File: src/rtl/booth_radix2_multiplier_if.sv
// Operand, control and result bundle for the Booth radix-2 multiplier.
// The master drives start and the operands; the slave returns the product and status.
interface booth_radix2_multiplier_if #(
    parameter int N = 16
);
    logic           start;
    logic [N-1:0]   data_m;
    logic [N-1:0]   data_q;
    logic [2*N-1:0] product;
    logic           done;
    logic           busy;
    logic [2:0]     state;

    modport master (
        output start, data_m, data_q,
        input  product, done, busy, state
    );

    modport slave (
        input  start, data_m, data_q,
        output product, done, busy, state
    );
endinterface

File: src/rtl/booth_radix2_multiplier.sv
// Sequential signed multiplier using radix-2 Booth recoding: one add/sub (optional)
// followed by one arithmetic shift per multiplier bit, sequenced by a small FSM.
module booth_radix2_multiplier #(
    parameter int N = 16
) (
    input  logic                        clk,
    input  logic                        rst,
    booth_radix2_multiplier_if.slave    bus
);
    localparam int CW = $clog2(N) + 1;

    typedef enum logic [2:0] {
        S_IDLE   = 3'b000,
        S_LOAD_M = 3'b001,
        S_LOAD_Q = 3'b010,
        S_CHECK  = 3'b011,
        S_ADDSUB = 3'b100,
        S_SHIFT  = 3'b101,
        S_DONE   = 3'b110
    } state_t;

    state_t          r_state;
    state_t          w_next;
    logic [N:0]      r_a;
    logic [N-1:0]    r_q;
    logic            r_qm1;
    logic [N:0]      r_m;
    logic [CW-1:0]   r_count;
    logic            r_sub;
    logic [CW-1:0]   w_count_dec;
    logic            w_done;
    logic            w_busy;

    assign w_count_dec = r_count - 1'b1;

    always_ff @(posedge clk) begin
        if (rst) r_state <= S_IDLE;
        else     r_state <= w_next;
    end

    always_comb begin
        w_next = r_state;
        case (r_state)
            S_IDLE:   if (bus.start) w_next = S_LOAD_M;
            S_LOAD_M: w_next = S_LOAD_Q;
            S_LOAD_Q: w_next = S_CHECK;
            // Booth pair 10 subtracts M, 01 adds M; equal bits skip straight to the shift.
            S_CHECK:  w_next = (r_q[0] ^ r_qm1) ? S_ADDSUB : S_SHIFT;
            S_ADDSUB: w_next = S_SHIFT;
            S_SHIFT:  w_next = (w_count_dec == '0) ? S_DONE : S_CHECK;
            S_DONE:   if (bus.start) w_next = S_LOAD_M;
            default:  w_next = S_IDLE;
        endcase
    end

    always_comb begin
        w_done = (r_state == S_DONE);
        w_busy = (r_state != S_IDLE) && (r_state != S_DONE);
    end

    // Datapath: A carries one guard bit so that M = -2^(N-1) negates without overflow.
    always_ff @(posedge clk) begin
        if (rst) begin
            r_a     <= '0;
            r_q     <= '0;
            r_qm1   <= 1'b0;
            r_m     <= '0;
            r_count <= '0;
            r_sub   <= 1'b0;
        end else begin
            case (r_state)
                S_LOAD_M: r_m <= {bus.data_m[N-1], bus.data_m};
                S_LOAD_Q: begin
                    r_q     <= bus.data_q;
                    r_a     <= '0;
                    r_qm1   <= 1'b0;
                    r_count <= CW'(N);
                end
                S_CHECK:  r_sub <= r_q[0] & ~r_qm1;
                S_ADDSUB: r_a <= r_sub ? (r_a - r_m) : (r_a + r_m);
                S_SHIFT: begin
                    {r_a, r_q, r_qm1} <= {r_a[N], r_a, r_q};
                    r_count           <= w_count_dec;
                end
                default: ;
            endcase
        end
    end

    assign bus.product = {r_a[N-1:0], r_q};
    assign bus.done    = w_done;
    assign bus.busy    = w_busy;
    assign bus.state   = r_state;
endmodule

File: src/flat_wrapper.sv
// flat-port wrapper written by rule: the top's interface ports become plain ports
module booth_radix2_multiplier_flat 
#(
    parameter int N = 16
)
  (clk, rst, bus_start, bus_data_m, bus_data_q, bus_product, bus_done, bus_busy, bus_state);
  booth_radix2_multiplier_if #(.N(N)) bus_i ();
  input  logic clk;
  input  logic rst;
  input wire logic [$bits(bus_i.start)-1:0] bus_start;
  input wire logic [$bits(bus_i.data_m)-1:0] bus_data_m;
  input wire logic [$bits(bus_i.data_q)-1:0] bus_data_q;
  output wire logic [$bits(bus_i.product)-1:0] bus_product;
  output wire logic [$bits(bus_i.done)-1:0] bus_done;
  output wire logic [$bits(bus_i.busy)-1:0] bus_busy;
  output wire logic [$bits(bus_i.state)-1:0] bus_state;
  assign bus_i.start = bus_start;
  assign bus_i.data_m = bus_data_m;
  assign bus_i.data_q = bus_data_q;
  assign bus_product = bus_i.product;
  assign bus_done = bus_i.done;
  assign bus_busy = bus_i.busy;
  assign bus_state = bus_i.state;
  booth_radix2_multiplier #(.N(N)) u_core (.clk(clk), .rst(rst), .bus(bus_i));
endmodule
File: config.mk
export PLATFORM = sky130hd
export DESIGN_NAME = booth_radix2_multiplier_flat
export DESIGN_NICKNAME = d
export VERILOG_FILES = /design/src/rtl/booth_radix2_multiplier_if.sv /design/src/rtl/booth_radix2_multiplier.sv /design/src/flat_wrapper.sv
export SDC_FILE = /design/constraint.sdc
export NUM_CORES = 1
export LEC_CHECK = 0
export CORE_MARGIN = 2
export CORE_UTILIZATION = 52
export DETAILED_ROUTE_END_ITERATION = 8
export MAX_ROUTING_LAYER = met4
export PLACE_DENSITY = 0.92
export SLEW_MARGIN = 20
export SYNTH_ARGS = -nofsm -noshare
export SYNTH_HDL_FRONTEND = slang
export SYNTH_SLANG_ARGS = --single-unit
File: constraint.sdc
create_clock -name clk -period 6.2 [get_ports clk]
set_clock_uncertainty 0.2 [all_clocks]
set_input_delay 0.93 -clock clk [delete_from_list [all_inputs] [get_ports clk]]
set_output_delay 0.93 -clock clk [all_outputs]
set_load 0.02 [all_outputs]
==> changes_impl.md, run 1 <==
### Changed

- Status: finished, final reports clean
- Worst slew pin tran: roughly 1.2 ns
- Max VDD drop: 0.139 mV
- Num tapcells: 99
- # port buffers: 71
- Antenna Nets Post-Route: 0
- Final Hold Fails: 0
- Reported clock group power: around 0.4 mW
- Switching Power: ~0.46 mW
- Log Warnings: 27
- CTS tree: yes
- CTS Buffer Depth: 2
- Starting DRC count in detailed routing: 385
- Number of synthesis warnings: 0
- Cells after DPL: a little over 600
- Most common cell after layout, fill and taps aside: clkdlybuf4s50_1
- Core Util, Final: between 60% and 70%
- Seq area share: 25.2%
- Clock buffer count: 9
- Biggest consumer: combinational logic
- Synth-to-Final Area Change: 20.6%
- Fill count: 619
- Simple-gate share of the synthesized area: 21.7%
- Biggest cell delay along the critical path: ~0.86 ns
- Post-synth cell types: 56
- Synth Register Bits: 59
- Die Ht: 90.4 µm
- Top flop regs: u_core.r_a (17), u_core.r_m (16), u_core.r_q (16)
- Top cells by count: nand2_1 (68), nor2_1 (62), dfxtp_1 (59), a21oi_1 (45), xnor2_1 (22)
- Non-clock buffers: 71
- Vias in the first global route: 3553
- Post-synth area hogs: dfxtp_1 (30%), nand2_1 (6.6%), ha_1 (6.5%)
- CP endpoint kind: output port
- Setup-failing EPs final: 0
- Main flop type: dfxtp_1
- # Post-CTS Setup Buffers: 0
- Mi-comb count: 382
- Worst Path Required: 5.07 ns
- Register area: 0.00118 mm²
- Post-synthesis area per instance: just under 8 µm²
- Rows: 31
- Slew headroom: 21.9%
- Hold path cells: 1
- FFs & Latches: about 59
- Sequential logic power: 0.431 mW
- Max FFs per register: 17
- Synth top cell by count: nand2_1
- Share of cells above drive strength 1: 5.19%
- PnR worst setup slack: 2.30 ns
- Sw frac: 35.9%
- Design Power: between 1 and 1.5 mW
- Synthesized instance count: ~500
- Synth logic family: AND-OR/OR-AND gates
- Synth async-reset ratio: 0%
- Layout Cells excl Fill: 639
- Most frequent cells in the layout: clkdlybuf4s50_1 (70), nand2_1 (68), nor2_1 (62)
- Crit Path Category: flip-flop to output port
- EDFF count, synth: 0
- Total track usage: 25.6%
- Mux share: 1.29%
- Minimum clock period: 3.90 ns
- Crit path DAT: 2.77 ns
- Antenna diodes: 0
- Cell area after layout: 0.00468 mm²
- DP Area: between 0.004 and 0.005 mm²
- Yosys cell count: 498
- Gpl congestion: 0.914
- Unrepaired setup endpoints after global routing: no
- Internal: just over 0.8 mW
- DRC: 0
- Comb area: 0.00240 mm²
- Max-Cap Viols: 0
- Cell Chain, Critical Path: nor2b_1 -> or3_1 -> clkdlybuf4s50_1
- Clock power frac: between 30% and 40%
- YS chip area: 0.00388 mm²
- Ports: between 70 and 80
- FP Core Util: 53.5%
- Aoi share: 25.8%
- Crit-path max FO: 24
- Gr ovfl total: 0
- Worst min path class: flip-flop to flip-flop
- Fin Hold WS: 0.284 ns
- Largest reg by FF count: u_core.r_a
- Setup WS pre-CTS: ~2.7 ns
- Register share of total power: 33.9%
- PwrDens: 271 mW/mm²
- Core area: 0.00725 mm²
- Reg2reg end: u_core.r_count[2]
- Internal reg-to-reg setup slack: 2.70 ns
- Combinational power: 0.439 mW
- Antenna violations before repair: 0
- Die area: ~0.0082 mm²
- Yosys adder share: approximately 7%
- Fmax: 257 MHz
- Slowest-stage cell, CP: dfxtp_1
- First-pass GRT wire length: 16600 µm
- Origin of the worst setup path: u_core.bus.state[2]
- HPWL after DPL: between 7000 and 8000 µm
- Hold Path Sink: u_core.r_count[4]
- Die Wd: between 90 and 100 µm
- Setup crit end: bus_busy
- Comb power frac: between 30 and 40%
- Setup TNS: 0 ns
- Register area share after synthesis: 30.5%
- H-tree levels: 3
- Clk pin slew, worst setup/hold paths: approximately 0.07 ns
- # resized after CTS: 0
- Inverters: 12
- Crit path launch type: flip-flop
- Hold Startpoint: u_core.r_count[4]
- Cell taking the most area after synthesis: dfxtp_1
- NonClk Buf Share: 15.1%
- Max-area cell class: logic gates
- Nets: 591
- Yosys xor share: 6.10%
- LEAKAGE: 1.74 nW
- Largest net degree at the start of global routing: about 60
- Reg-to-reg startpoint: u_core.bus.state[2]
- DR vias/cell: 5.92
- Final clock-cell share: 4.81%
- Final Max Tran Viols: 0
- Post-layout period usage: a little over three fifths
- R2R depth: 5
run 1: kinds of logic (layout without fill, tap and decap cells):
group,after synthesis,in the layout
xor+xnor,27,27
mux,5,5
flops,59,59
simple gates,187,187
buf+inv,57,99
compound gates,142,142
fa+ha+maj,21,21
run 1: worst max-delay path, delay by kind of cell (launching register included):
| kind | cells | cell delay (ns) |
|---|---|---|
| simple gates | 2 | 0.95 |
| buf+inv | 1 | 0.60 |
| flops | 1 | 0.86 |
run 1: routing by layer:
metal | track usage [%] | routed length [µm]
met2 | 40.0 | 4780
met5 | - | 0
met1 | 32.6 | 4410
met4 | 10.5 | 244
met3 | 4.92 | 631
run_1/clocks.png
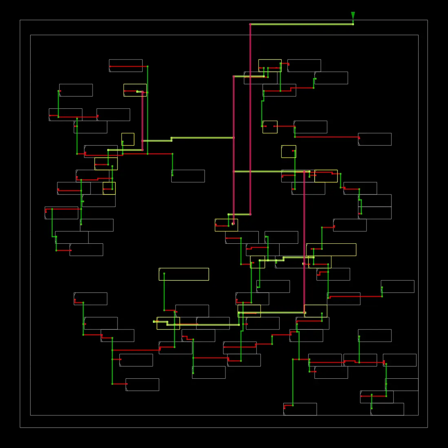
Clock Sinks: 59
Late-Pin Clk Latency: 0.36 ns

run_1/wires.png
(4 px per µm)
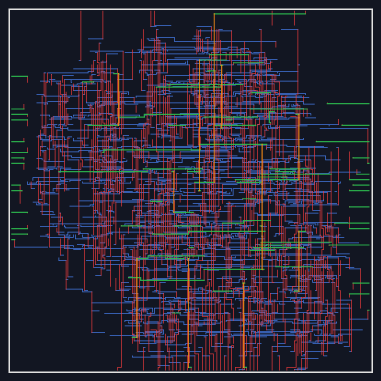
[orange] metal 4 | wire length: 244 µm
[green] metal 3 | wire length: 632 µm
[red] metal 2 | wire length: 4780 µm
[blue] metal 1 | wire length: 4410 µm
Routed WL: 10100 µm
Avg WL per Cell: 15.7 µm
via count: 3784

run_1/io_fan.png
(4 px per µm)
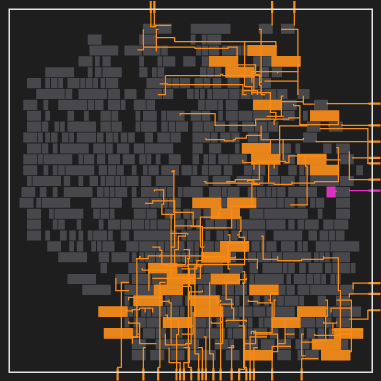
[orange] bus_product | bits: 32 | direction: output | end cells: 32 | buffers: 32 | wire: 1510 µm
[magenta] bus_done | bits: 1 | direction: output | end cells: 1 | buffers: 1 | wire: 5.50 µm

==> inputs of run 2 (changes only) <==
--- a/config.mk
+++ b/config.mk
@@ -6,10 +6,10 @@
 export NUM_CORES = 1
 export LEC_CHECK = 0
 export CORE_MARGIN = 2
-export CORE_UTILIZATION = 52
+export CORE_UTILIZATION = 48
 export DETAILED_ROUTE_END_ITERATION = 8
 export MAX_ROUTING_LAYER = met4
-export PLACE_DENSITY = 0.92
+export PLACE_DENSITY = 0.89
 export SLEW_MARGIN = 20
 export SYNTH_ARGS = -nofsm -noshare
 export SYNTH_HDL_FRONTEND = slang
==> constraint.sdc (replaced) <==
create_clock -name clk -period 3.2 [get_ports clk]
set_clock_uncertainty 0.2 [all_clocks]
set_input_delay 0.48 -clock clk [delete_from_list [all_inputs] [get_ports clk]]
set_output_delay 0.48 -clock clk [all_outputs]
set_load 0.02 [all_outputs]
run_2/flops_by_reg.png
(3 px per µm) Other sequential cells in the stronger gray, the rest of the logic in the fainter gray.
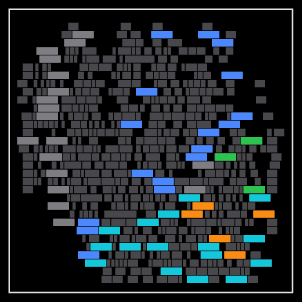
[cyan] u_core.r_q | sequential cells: 16
[orange] u_core.r_count | sequential cells: 5 | where: lower right
[green] u_core.bus.state | sequential cells: 3
[blue] u_core.r_a | sequential cells: 17
not colored: 18
sequential logic power: 0.830 mW
register area: 0.00118 mm²
Seq area share: 24.2%
Core Util, Final: 62.9%

==> changes_impl.md, run 2 <==
### Changed

- Status: finished, final reports clean (unchanged)
- Late-Pin Clk Latency: 0.36 ns (about the same)
- Clock power frac: 28.9% (was 31.5%)
- Hold Path Sink: u_core.r_count[4] (unchanged)
- EDFF count, synth: 0 (unchanged)
- Gr ovfl total: 0 (unchanged)
- Synth Register Bits: 59 (unchanged)
- Layout Cells excl Fill: 663 (was 639)
- Max-Cap Viols: 0 (unchanged)
- DRC: 0 (unchanged)
- GR peak layer: met2 (unchanged)
- Via count: 3831 (was 3784)
- Most common cell after layout, fill and taps aside: clkdlybuf4s50_1 (unchanged)
- Reg-to-reg startpoint: u_core.r_m[3] (was u_core.bus.state[2])
- Starting DRC count in detailed routing: 260 (was 385)
- PwrDens: 504 mW/mm² (was 271 mW/mm²)
- Avg WL per Cell: 15.2 µm (was 15.7 µm)
- Num tapcells: 102 (was 99)
- DP Area: 0.00461 mm² (was 0.00445 mm²)
- Total track usage: 23.8% (was 25.6%)
- Register area share after synthesis: 30.5% (unchanged)
- Crit path DAT: 3.07 ns (was 2.77 ns)
- Inverters: 12 (unchanged)
- HPWL after DPL: 7400 µm (was 7250 µm)
- LEAKAGE: 1.86 nW (was 1.74 nW)
- Max layer used: met4 (unchanged)
- CTS tree: yes (unchanged)
- Sw frac: 36.9% (was 35.9%)
- Log Warnings: 27 (unchanged)
- Setup crit end: u_core.r_a[10] (was bus_busy)
- Minimum clock period: 3.03 ns
- Rows: 32 (was 31)
- Final Max Tran Viols: 0 (unchanged)
- Max FFs per register: 17 (unchanged)
- Final clock-cell share: 4.10% (was 4.81%)
- Hold path cells: 1 (unchanged)
- Post-synthesis area per instance: 7.79 µm² (unchanged)
- Fmax: 330 MHz
- YS chip area: 0.00388 mm² (unchanged)
- Worst slew pin tran: 0.772 ns (was 1.17 ns)
- Fill count: 681 (was 619)
- Clock Sinks: 59 (unchanged)
- Setup TNS: 0 ns (unchanged)
- Biggest cell delay along the critical path: 0.36 ns (was 0.86 ns)
- Origin of the worst setup path: u_core.r_m[3] (was u_core.bus.state[2])
- Die Wd: 93.9 µm (was 90.4 µm)
- Mi-comb count: 382 (unchanged)
- Fin Hold WS: 0.280 ns (was 0.284 ns)
- Crit path launch type: flip-flop (unchanged)
- Global Route met1 Usage: 30.9% (was 32.6%)
- Cell area after layout: 0.00488 mm² (was 0.00468 mm²)
- Final Hold Fails: 0 (unchanged)
- Comb power frac: 37.4% (was 34.6%)
- # Post-CTS Setup Buffers: 0 (unchanged)
- Routed WL: 10100 µm (about the same)
- Met2 Wirelength: 4630 µm (was 4780 µm)
- Metal3 WL: 748 µm (was 631 µm)
- Crit-path max FO: 5 (was 24)
- Max-area cell class: logic gates (unchanged)
- Top delay family on crit path: AND-OR/OR-AND gates (was simple AND/OR/NAND/NOR gates)
- Switching Power: 0.909 mW (was 0.456 mW)
- # port buffers: 71 (unchanged)
- Post-synth cell types: 56 (unchanged)
- CTS Buffer Depth: 2 (unchanged)
- Nets: 612 (was 591)
- Crit Path Category: flip-flop to flip-flop (was flip-flop to output port)
- Slowest-stage cell, CP: dfxtp_2 (was dfxtp_1)
-- run 2: cell counts after synthesis --
No cell type changed its count.
-- run 2: worst register-to-register path, stage by stage (launching register included) --
cell and delay (ns):
dfxtp_2 0.36, nor3_4 0.19, nand3_1 0.11, or2_2 0.31, nor2_1 0.09, nor2_1 0.05, xnor2_1 0.18, ha_1 0.33
a21oi_1 0.21, o211ai_2 0.16, a21oi_1 0.23, xnor2_1 0.09, a222oi_1 0.33, nor2_1 0.06
-- run 2: cell families (layout without fill, tap and decap cells) --
kind of cell               Yosys count  count (layout)  synth area share (%)
adders and majority gates           21              21                  6.97
and+or+nand+nor                    187             187                  21.7
DFF                                 59              59                  30.5
buffers and inverters               57             120                  7.71
AOI/OAI and AO/OA                  142             142                  25.8
xor gates and xnor gates            27              27                  6.10
muxes                                5               5                  1.29
Power figures rest on the tool's default switching activity, not on a simulated workload.
